## config.mk

```make
export PLATFORM = sky130hd
export DESIGN_NAME = div_seq
export DESIGN_NICKNAME = d
export VERILOG_FILES = /design/src/rtl/div_pkg.sv /design/src/rtl/div_step.sv /design/src/rtl/div_seq.sv
export SDC_FILE = /design/constraint.sdc
export NUM_CORES = 1
export LEC_CHECK = 0
export ABC_AREA = 1
export CAP_MARGIN = 20
export CORE_ASPECT_RATIO = 0.5
export CORE_MARGIN = 1.5
export CORE_UTILIZATION = 50
export DETAILED_ROUTE_END_ITERATION = 8
export PLACE_DENSITY = 0.74
export REMOVE_ABC_BUFFERS = 1
export SYNTH_ARGS = -nofsm -noshare
export SYNTH_HDL_FRONTEND = slang
export SYNTH_SLANG_ARGS = --single-unit
```

## constraint.sdc

```tcl
create_clock -name clk -period 4.4 [get_ports clk]
set_input_delay 0.88 -clock clk [delete_from_list [all_inputs] [get_ports clk]]
set_output_delay 0.88 -clock clk [all_outputs]
set_load 0.01 [all_outputs]
```

## src/rtl/div_pkg.sv

```systemverilog
// div_pkg: shared FSM state type and cycle/counter sizing helpers for div_seq.
package div_pkg;

    typedef enum logic [1:0] {IDLE, CALC, DONE} state_t;

    // Number of CALC cycles needed to retire all WIDTH quotient bits.
    function automatic int calc_cycles(input int width, input int steps);
        return width / steps;
    endfunction

    // Step counter width, large enough to hold the cycle count.
    function automatic int cnt_width(input int width, input int steps);
        return $clog2(width / steps + 1);
    endfunction

endpackage

```

## src/rtl/div_step.sv

```systemverilog
// div_step: one combinational restoring-division stage (shift in a dividend bit, trial subtract).
module div_step #(
    parameter int WIDTH = 8
) (
    input  logic [WIDTH:0]   p,
    input  logic             a_bit,
    input  logic [WIDTH-1:0] b,
    output logic [WIDTH:0]   p_next,
    output logic             q_bit
);

    logic [WIDTH+1:0] shifted;
    logic [WIDTH+1:0] trial;

    // The extra top bit of the trial difference is the borrow: set means P < B, so P is restored.
    always_comb begin
        shifted = {p, a_bit};
        trial   = shifted - {2'b00, b};
        q_bit   = ~trial[WIDTH+1];
        p_next  = q_bit ? trial[WIDTH:0] : shifted[WIDTH:0];
    end

endmodule

```

## src/rtl/div_seq.sv

```systemverilog
// div_seq: multi-cycle restoring divider with valid/ready handshakes, STEPS stages per clock.
// Define DIV_SIGNED_EN for two's-complement operands (truncating quotient, remainder signed like dividend).
module div_seq
    import div_pkg::*;
#(
    parameter int WIDTH = 8,
    parameter int STEPS = 1
) (
    input  logic             clk,
    input  logic             rst_n,
    input  logic             in_valid,
    output logic             in_ready,
    input  logic [WIDTH-1:0] dividend,
    input  logic [WIDTH-1:0] divisor,
    output logic             out_valid,
    input  logic             out_ready,
    output logic [WIDTH-1:0] quotient,
    output logic [WIDTH-1:0] remainder,
    output logic             rem_nz,
    output logic             div_zero
);

    localparam int CYC = calc_cycles(WIDTH, STEPS);
    localparam int CW  = cnt_width(WIDTH, STEPS);

    state_t           state, state_next;
    logic [WIDTH-1:0] a, b;
    logic [WIDTH:0]   p;
    logic [CW-1:0]    cnt;
    logic             last;
    logic [WIDTH-1:0] a_in, b_in, q_res, r_res;
    logic [WIDTH:0]   p_c [STEPS+1];
    logic [WIDTH-1:0] a_c [STEPS+1];
    logic [STEPS-1:0] q_c;

    assign last = (cnt == CW'(CYC - 1));

    // The dividend register doubles as the quotient: each stage shifts a dividend bit out and a quotient bit in.
    assign p_c[0] = p;
    assign a_c[0] = a;
    for (genvar s = 0; s < STEPS; s++) begin : g_step
        div_step #(.WIDTH(WIDTH)) u_step (
            .p      (p_c[s]),
            .a_bit  (a_c[s][WIDTH-1]),
            .b      (b),
            .p_next (p_c[s+1]),
            .q_bit  (q_c[s])
        );
        assign a_c[s+1] = {a_c[s][WIDTH-2:0], q_c[s]};
    end

`ifdef DIV_SIGNED_EN
    logic neg_q, neg_r;

    // Operands become magnitudes on entry; the result signs are restored when the result is registered.
    always_comb begin
        a_in  = dividend[WIDTH-1] ? -dividend : dividend;
        b_in  = divisor[WIDTH-1] ? -divisor : divisor;
        q_res = neg_q ? -a_c[STEPS] : a_c[STEPS];
        r_res = neg_r ? -p_c[STEPS][WIDTH-1:0] : p_c[STEPS][WIDTH-1:0];
    end

    // Remember the result signs of the accepted operation.
    always_ff @(posedge clk or negedge rst_n) begin
        if (!rst_n) begin
            neg_q <= 1'b0;
            neg_r <= 1'b0;
        end else if (state == IDLE && in_valid) begin
            neg_q <= dividend[WIDTH-1] ^ divisor[WIDTH-1];
            neg_r <= dividend[WIDTH-1];
        end
    end
`else
    // Unsigned operation feeds the core directly.
    always_comb begin
        a_in  = dividend;
        b_in  = divisor;
        q_res = a_c[STEPS];
        r_res = p_c[STEPS][WIDTH-1:0];
    end
`endif

    // State register.
    always_ff @(posedge clk or negedge rst_n) begin
        if (!rst_n) state <= IDLE;
        else        state <= state_next;
    end

    // Next state and handshake outputs; a zero divisor skips CALC entirely.
    always_comb begin
        state_next = state;
        in_ready   = 1'b0;
        out_valid  = 1'b0;
        case (state)
            IDLE: begin
                in_ready = 1'b1;
                if (in_valid) state_next = (divisor == '0) ? DONE : CALC;
            end
            CALC: if (last) state_next = DONE;
            DONE: begin
                out_valid = 1'b1;
                if (out_ready) state_next = IDLE;
            end
            default: state_next = IDLE;
        endcase
    end

    // Datapath: load on acceptance, iterate in CALC, and update the visible result only on entry to DONE.
    always_ff @(posedge clk or negedge rst_n) begin
        if (!rst_n) begin
            a         <= '0;
            b         <= '0;
            p         <= '0;
            cnt       <= '0;
            quotient  <= '0;
            remainder <= '0;
            rem_nz    <= 1'b0;
            div_zero  <= 1'b0;
        end else if (state == IDLE && in_valid) begin
            a   <= a_in;
            b   <= b_in;
            p   <= '0;
            cnt <= '0;
            if (divisor == '0) begin
                quotient  <= '0;
                remainder <= '0;
                rem_nz    <= 1'b0;
                div_zero  <= 1'b1;
            end
        end else if (state == CALC) begin
            a   <= a_c[STEPS];
            p   <= p_c[STEPS];
            cnt <= cnt + 1'b1;
            if (last) begin
                quotient  <= q_res;
                remainder <= r_res;
                rem_nz    <= |p_c[STEPS];
                div_zero  <= 1'b0;
            end
        end
    end

endmodule
```

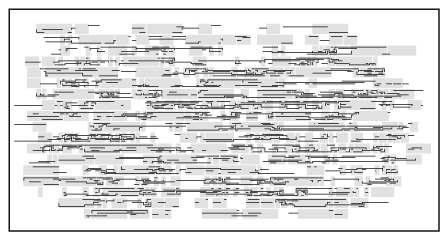
run_1/layer_met1.png
Drawn at 4 px/um.
wire length on this layer: 2,840 um
longest straight run: 32.2 um
nets with wire on the layer: 372
main direction: horizontal
share of all routed wire: 49%

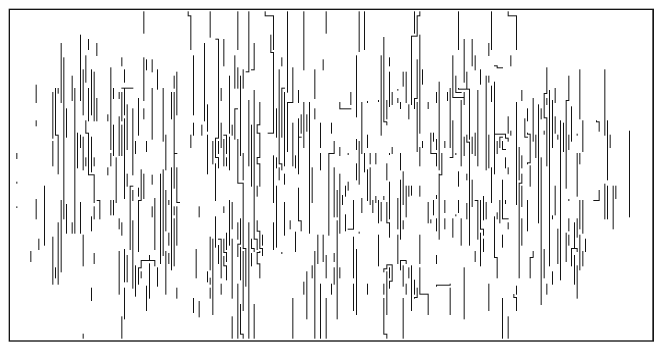
run_1/layer_met2.png
Drawn at 6 px/um.
main direction: vertical
wire length on this layer: 2,580 um
share of all routed wire: 45%
nets with wire on the layer: 319

==> flow_metrics.py, run 1 <==
# Auto-generated metrics
metrics = {
    "critical_path": {
        "crit_family": "buffers and inverters",
        "cp.arrival_ns": 3.02,
        "cp-start-kind": "input pin",
        "path_buffers": 4,
        "cp.required_ns": 4.63,
        "cp_common_cell": "inv_1",
        "critical_path_class": "in2reg",
        "crit_fanout": 33,
        "slowest_delay_ns": 0.70,
        "regToRegSetupSlack_ns": 2.07,
    },
    "status": {
        "status": "finished clean",
    },
    "synth": {
        "most_common_cell": "nand2_1",
        "yosys-top-cells-count": "78 x nand2_1, 49 x dfrtp_1, 48 x inv_1",
        "netlist_area_um2": 2710,
        "yosysWarnings": 0,
        "synth_area_per_cell_um2": 8.23,
        "netlist_instances": 329,
        "synthArstFlopShare": 1.00,
        "synth_cell_type_count": 34,
    },
    "routing": {
        "viasPerCell": 5.08,
        "drt_wl_total_um": 5760,
        "firstDrtPassIters": 4,
        "drc_errors": 0,
    },
    "global_routing": {
        "antenna_found_initial": 0,
        "grt_pass1_vias": 2108,
        "grt_max_degree": 50,
    },
    "pwr": {
        "vdd_ir_drop_max_mv": 0.485,
        "cellLeakagePower_nw": 1.59,
    },
    "cts": {
        "cts_resized": 0,
        "clock_latency_ns": 0.32,
        "post_cts_buffers": 0,
        "clk_pin_slew_ns": 0.10,
        "cts_tree": "yes",
        "cts_max_level": 2,
    },
    "final_timing": {
        "fin_skew_ns": 0.00888,
        "tightest_slew_ns": 0.877,
        "hold_viol_final": 0,
        "period_needed_ns": 2.79,
        "slew_headroom": 0.413,
        "rsz0062_at_grt": "no",
    },
    "floorplanning": {
        "core-area_um2": 5070,
        "die_h_um": 55.0,
        "fp.dieW_um": 107,
        "fp_util": 0.534,
        "rows": 18,
    },
    "place": {
        "portBuffers": 39,
        "gp_congestion": 0.825,
    },
    "final_layout": {
        "num-nets-final": 399,
    },
    "hold_path": {
        "min_path_type": "reg2reg",
    },
    "flow_run": {
        "drv_cap": 0,
    },
}
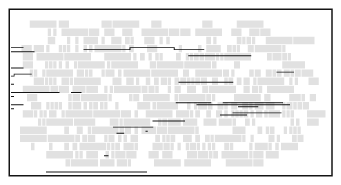
run_1/layer_met3.png
Drawn at 3 px/um.
nets with wire on the layer: 22
main direction: horizontal
wire length on this layer: 288 um
longest straight run: 33.4 um
share of all routed wire: 5.0%

## run 1: path summary, 6_finish.rpt
check	end	startpoint	cells after the start
hold / removal	quotient[4]	quotient[4]	2
max in group asynchronous	remainder[5]	rst_n	2
setup reg to reg	a[0]	state[1]	7
min in group asynchronous	p[5]	rst_n	1
setup / recovery	a[0]	in_valid	7
hold reg to reg	quotient[4]	quotient[4]	2
## run 1: power by group
group | internal, mW | leakage (nW) | switching [mW]
clock | 0.113 | 0.0445 | 0.163
combinational | 0.758 | 0.954 | 1.17
sequential | 0.680 | 0.590 | 0.117
total | 1.55 | 1.59 | 1.45
## run 1: worst reg2reg max path, cell delays in order (launching register included)
cell and delay (ns):
dfrtp_1 0.42, nor2_1 0.09, inv_1 0.10, nor2_2 0.04, buf_4 0.22, nor2_1 0.70, inv_1 0.41, o221ai_1 0.29
## run 1: area by class of cell
cell class	count	area (um^2)
fillers	452	1800
well taps	70	87.6
inverters	51	191
multi-input cells	221	1260
repair buffers	41	413
clock buffers	5	68.8
clock inverters	3	21.3
flip-flops and latches	49	1230
## run 1: metrics by stage
step / setup slack (ns) / util / instances / hold slack (ns) / instance area [um^2]
floorplan: 1.94 / - / 321 / 0.448 / 2670
global placement: 1.43 / 0.622 / 431 / 0.455 / 3150
detailed placement: 1.31 / 0.622 / 431 / 0.458 / 3150
CTS: 1.65 / 0.640 / 439 / 0.483 / 3240
global route: 1.48 / 0.644 / 440 / 0.503 / 3260
finish: 1.61 / 0.644 / 440 / 0.476 / 3260
## run 1: per-layer routing
layer / share of wire / vias to the layer above / track usage / wire length [um]
met3: 0.050 / 5 / 0.0621 / 287
met4: 0.0087 / 0 / 0.0444 / 50
met5: 0 / - / 0 / 0
met1: 0.49 / 1047 / 0.291 / 2840
li1: - / 1143 / - / -
met2: 0.45 / 41 / 0.354 / 2580
## run 1: registers in the layout (all words and copies together), names as in the netlist
register and flops:
rem_nz 1, b 8, remainder 8, p 9, cnt 4, a 8, state 2, quotient 8
div_zero 1
## run 1: logic make-up (layout without fill, tap and decap cells)
group                      Yosys count  count (layout)  synth area share
AOI/OAI and AO/OA                   46              46             0.105
xor gates and xnor gates             5               5            0.0162
DFF                                 49              49             0.453
and+or+nand+nor                    160             160             0.293
buffers and inverters               59             100            0.0832
adders and majority gates           10              10            0.0490
## run 1: layout by cell type, fill, tap and decap left out, types with 2 or more instances in the layout
master            n
nor3_1            2
a22oi_1           6
nand2_1          78
clkdlybuf4s50_1  38
clkbuf_8          5
o22ai_1           9
inv_2             3
dfrtp_1          49
nand2_2          18
xnor2_1           4
nor2_1           24
o21ai_0          20
nand2_4           2
o21ai_1           3
a21oi_1           2
nor2_4            4
nand3_1          18
ha_1              9
nand4_1           6
inv_1            48
or2_2             2
o221ai_1          2
run_1/io_placement.png
Drawn at 6 px/um. Pins as bars across the die edge, other pins in grey.
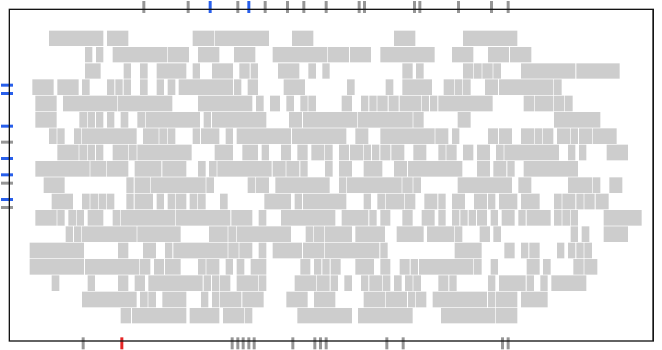

==> inputs of run 2 (changes only) <==
==> constraint.sdc (replaced) <==
create_clock -name clk -period 2.6 [get_ports clk]
set_input_delay 0.52 -clock clk [delete_from_list [all_inputs] [get_ports clk]]
set_output_delay 0.52 -clock clk [all_outputs]
set_load 0.01 [all_outputs]
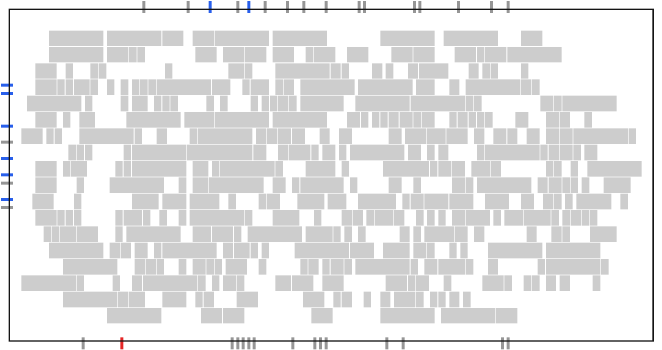
run_2/io_placement.png
Drawn at 6 px/um. Pins as bars across the die edge, other pins in grey.
| colour | port | pins | direction | edge |
|---|---|---|---|---|
| blue | dividend | 8 | input | 6 left, 2 top |
| red | rst_n | 1 | input | bottom |
all pins by edge: 16 top, 15 bottom, 9 left

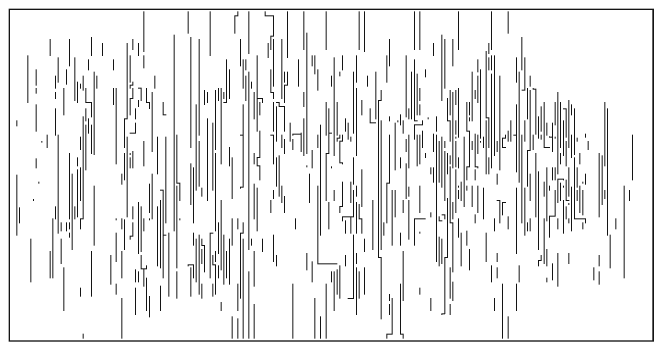
run_2/layer_met2.png
Drawn at 6 px/um.
final wirelength: 5960 um
Vias: 2,278

==> run 2 against run 1 <==
  * Utilization increased by 0.62 points
  * Highest routed layer unchanged
  * Non-clock buffer count grew 2
  * Routed wire length up 3.5%
  * Die area unchanged
  * Register-to-register slack worse by 1.8 ns
  * Largest power group unchanged
  * Hold slack lost 0.19 ns
  * First-iteration DRC count unchanged
  * Global-route usage rose by 0.89 points
==> flow_metrics.py, run 2 <==
# Auto-generated metrics
metrics = {
    "final_timing": {
        "hold_viol_final": 0,
        "hold_ws_ns": 0.290,
        "fin_skew_ns": 0.00828,
        "period_needed_ns": 2.29,
        "tightest_slew_ns": 0.619,
        "slew_headroom": 0.588,
    },
    "cts": {
        "post_cts_buffers": 0,
        "clk_pin_slew_ns": 0.10,
    },
    "place": {
        "gp_congestion": 0.889,
        "portBuffers": 39,
    },
    "final_layout": {
        "lay_top_count": "nand2_1",
        "num-nets-final": 401,
        "mostFrequentLayoutCells": "78 x nand2_1, 49 x dfrtp_1, 48 x inv_1",
        "fin_util": 0.650,
        "top_register": "p",
    },
    "critical_path": {
        "cp.arrival_ns": 2.50,
        "regToRegSetupSlack_ns": 0.31,
        "r2r-end": "rem_nz",
        "cp.required_ns": 2.81,
        "r2r_cells": 13,
        "cp-start-kind": "register",
        "crit_fanout": 10,
        "critical_path_class": "reg2reg",
        "reg2reg_from": "p[5]",
    },
    "hold_path": {
        "min_path_type": "in2async",
    },
    "global_routing": {
        "grt_max_degree": 50,
        "antenna_found_initial": 0,
    },
    "synth": {
        "yosysWarnings": 0,
        "netlist_instances": 329,
        "netlist_area_um2": 2710,
        "most_common_cell": "nand2_1",
    },
    "status": {
        "status": "finished clean",
    },
    "pwr": {
        "cellLeakagePower_nw": 1.61,
        "vdd_ir_drop_max_mv": 0.676,
    },
    "routing": {
        "drc_errors": 0,
        "firstDrtPassIters": 6,
        "viasPerCell": 5.15,
    },
    "flow_run": {
        "drv_cap": 0,
    },
    "floorplanning": {
        "rows": 18,
        "core-area_um2": 5070,
        "fp_util": 0.534,
        "die_h_um": 55.0,
    },
}
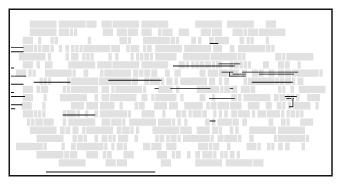
run_2/layer_met3.png
Drawn at 3 px/um.
nets with wire on the layer: 25
wire length on this layer: 225 um
main direction: horizontal

## run 2: kinds of logic after synthesis
group	after synthesis	synth area share
DFF	49	0.453
xor gates and xnor gates	5	0.0162
and+or+nand+nor	160	0.293
buffers and inverters	59	0.0832
AOI/OAI and AO/OA	46	0.105
adders and majority gates	10	0.0490
## run 2: cell type report
cell class | count | area (um^2) | share of cell area
inverter | 51 | 191 | 0.0581
multi-input combinational | 221 | 1260 | 0.381
sequential | 49 | 1230 | 0.372
tap | 70 | 87.6 | 0.0266
timing repair buffer | 43 | 415 | 0.126
clock buffer | 5 | 68.8 | 0.0209
clock inverter | 3 | 50.0 | 0.0152
## run 2: power breakdown
part	internal, mW	switching (mW)	total [mW]
clock	0.295	0.286	0.581
sequential	1.15	0.200	1.35
combinational	1.30	2.00	3.30
## run 2: worst max-delay path, cell delays in order, from the launching register on
cell and delay [ns]:
dfrtp_1 0.40, ha_1 0.38, nand2_1 0.12, nand2_2 0.08, a21oi_4 0.20, nand4_4 0.25, nand2_8 0.20, nand2_1 0.09
nand2_2 0.10, nand2_1 0.06, nor2_1 0.12, nand3_1 0.08, nand2_1 0.06, nand2_1 0.04
## run 2: worst max-delay path by stage
| stage | from | end | slack (ns) | cells after the start |
|---|---|---|---|---|
| 2_1_floorplan | state[1] | a[0] | 0.35 | 6 |
| 3_3_place_gp | divisor[3] | remainder[4] | 0.29 | 7 |
| 3_5_place_dp | divisor[3] | remainder[4] | 0.28 | 7 |
| 4_1_cts | p[5] | rem_nz | 0.33 | 13 |
| 5_1_grt | p[5] | rem_nz | 0.11 | 13 |
| 6_report | p[5] | rem_nz | 0.31 | 13 |
## run 2: metrics by stage
step / setup WS, ns / cells / cell area [um^2] / power (mW)
floorplan: 0.350 / 321 / 2670 / 3.72
global placement: 0.285 / 434 / 3180 / 4.55
detailed placement: 0.280 / 434 / 3180 / 4.64
CTS: 0.333 / 442 / 3300 / 5.23
global route: 0.109 / 442 / 3300 / 5.70
finish: 0.309 / 442 / 3300 / 5.23
## run 2: metal layers
metal | vias up | wire length [um] | track usage
li1 | 1142 | - | -
met3 | 5 | 224 | 0.0422
met2 | 53 | 2660 | 0.367
met4 | 0 | 53 | 0.0667
met1 | 1078 | 3020 | 0.310
met5 | - | 0 | 0
==> inputs of run 3 (changes only) <==
--- a/config.mk
+++ b/config.mk
@@ -10,6 +10,7 @@
 export CORE_ASPECT_RATIO = 0.5
 export CORE_MARGIN = 1.5
 export CORE_UTILIZATION = 50
+export CTS_CLUSTER_SIZE = 14
 export DETAILED_ROUTE_END_ITERATION = 8
 export PLACE_DENSITY = 0.74
 export REMOVE_ABC_BUFFERS = 1
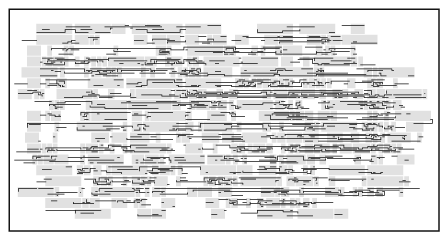
run_3/layer_met1.png
Drawn at 4 px/um.
wire length on this layer: 3,020 um
longest straight run: 41.4 um
share of all routed wire: 51%

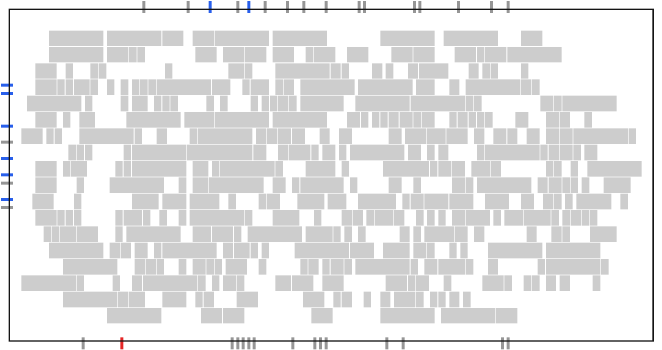
run_3/io_placement.png
Drawn at 6 px/um. Pins as bars across the die edge, other pins in grey.
Die H: 55.0 um
IO buf count: 39

==> run 3 against run 2 <==
  * Clock power barely moved
  * Largest cell class unchanged
  * Sequential power barely moved
  * Count of clock-buffer cells in the layout unchanged
  * Critical path type unchanged
  * Final area did not move
  * Clock skew stayed put
  * Combinational power about the same
==> flow_metrics.py, run 3 <==
# Auto-generated metrics
metrics = {
    "status": {
        "status": "finished clean",
    },
    "floorplanning": {
        "rows": 18,
        "fp_util": 0.534,
    },
    "critical_path": {
        "end_kind": "register",
        "cp.required_ns": 2.81,
        "cp-startpoint": "p[5]",
        "cp.arrival_ns": 2.50,
        "crit_fanout": 10,
        "reg2reg_from": "p[5]",
        "crit_family": "simple AND/OR/NAND/NOR gates",
        "cp_slowest_cell": "dfrtp_1",
        "cp_common_cell": "nand2_1",
        "critical_path_class": "reg2reg",
        "cp-start-kind": "register",
        "path_buffers": 0,
        "slowest_delay_ns": 0.40,
    },
    "routing": {
        "vias": 2278,
        "drt_wl_total_um": 5960,
        "firstDrtPassIters": 6,
        "viasPerCell": 5.15,
        "drc_errors": 0,
    },
    "synth": {
        "netlist_instances": 329,
        "most_common_cell": "nand2_1",
        "yosysWarnings": 0,
        "netlist_area_um2": 2710,
    },
    "final_timing": {
        "hold_viol_final": 0,
        "period_needed_ns": 2.29,
        "fin_skew_ns": 0.00828,
        "hold_ws_ns": 0.290,
        "tightest_slew_ns": 0.619,
    },
    "final_layout": {
        "n_antenna_cell": 0,
        "num-nets-final": 401,
        "final_area_um2": 3300,
        "fin_util": 0.650,
        "instances_no_fill": 442,
        "lay_top_count": "nand2_1",
        "mostFrequentLayoutCells": "78 x nand2_1, 49 x dfrtp_1, 48 x inv_1",
    },
    "global_routing": {
        "antenna_found_initial": 0,
        "grt_max_degree": 50,
    },
    "pwr": {
        "p_per_area_nw_per_um2": 1590,
        "vdd_ir_drop_max_mv": 0.676,
        "power_mw": 5.23,
        "cellLeakagePower_nw": 1.61,
    },
    "flow_run": {
        "drv_cap": 0,
    },
    "place": {
        "placed_cell_area_um2": 3180,
        "dpl.cell_count": 434,
    },
    "hold_path": {
        "min_path_type": "in2async",
    },
}
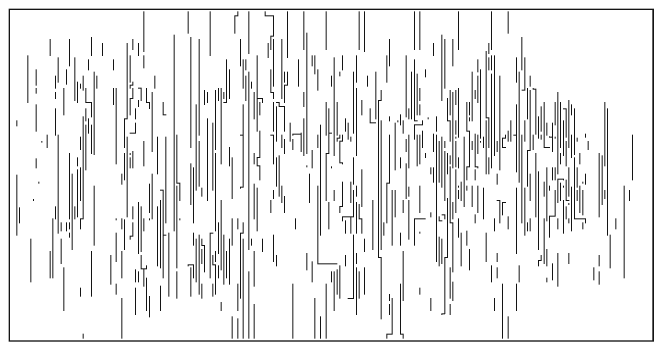
run_3/layer_met2.png
Drawn at 6 px/um.
longest straight run: 32.6 um
main direction: vertical
share of all routed wire: 45%
wire length on this layer: 2,660 um
nets with wire on the layer: 340

run 3: cell counts in the layout (fill, tap and decap cells not counted):
No cell type changed its count.
run 3: final timing paths:
check                         endpoint  slack, ns  cells past startpoint
hold / removal             quotient[6]       0.29                      2
setup reg to reg                rem_nz       0.31                     13
min in group clk           quotient[3]       0.48                      2
hold reg to reg            quotient[3]       0.48                      2
setup / recovery                rem_nz       0.31                     13
max in group asynchronous         b[5]       1.89                      2
run 3: final cells by class:
cell class	instances	area (um^2)	area share
multi-input combinational	221	1260	0.381
inverter	51	191	0.0581
sequential	49	1230	0.372
timing repair buffer	43	415	0.126
clock inverter	3	50.0	0.0152
tap	70	87.6	0.0266
clock buffer	5	68.8	0.0209
run 3: kinds of logic after synthesis:
| logic type | share of synthesized area |
|---|---|
| compound gates | 0.105 |
| xor+xnor | 0.0162 |
| flops | 0.453 |
| fa+ha+maj | 0.0490 |
| buf+inv | 0.0832 |
| simple gates | 0.293 |
run 3: where the power goes:
part	internal (mW)	total [mW]	switching (mW)
sequential	1.15	1.35	0.200
combinational	1.30	3.30	2.00
clock	0.295	0.581	0.286
run 3: worst reg2reg max path, delay by kind of cell (launching register included):
family                     cells  cell delay [ns]
and+or+nand+nor               11             1.21
adders and majority gates      1             0.38
DFF                            1             0.40
AOI/OAI and AO/OA              1             0.20
run 3: metal layers:
layer,GRT usage,routed length (um),vias to the layer above
li1,-,-,1142
met1,0.310,3020,1078
met2,0.367,2660,53
met3,0.0422,224,5
met4,0.0667,53,0
met5,0,0,-
Power and IR drop assume default switching activity.
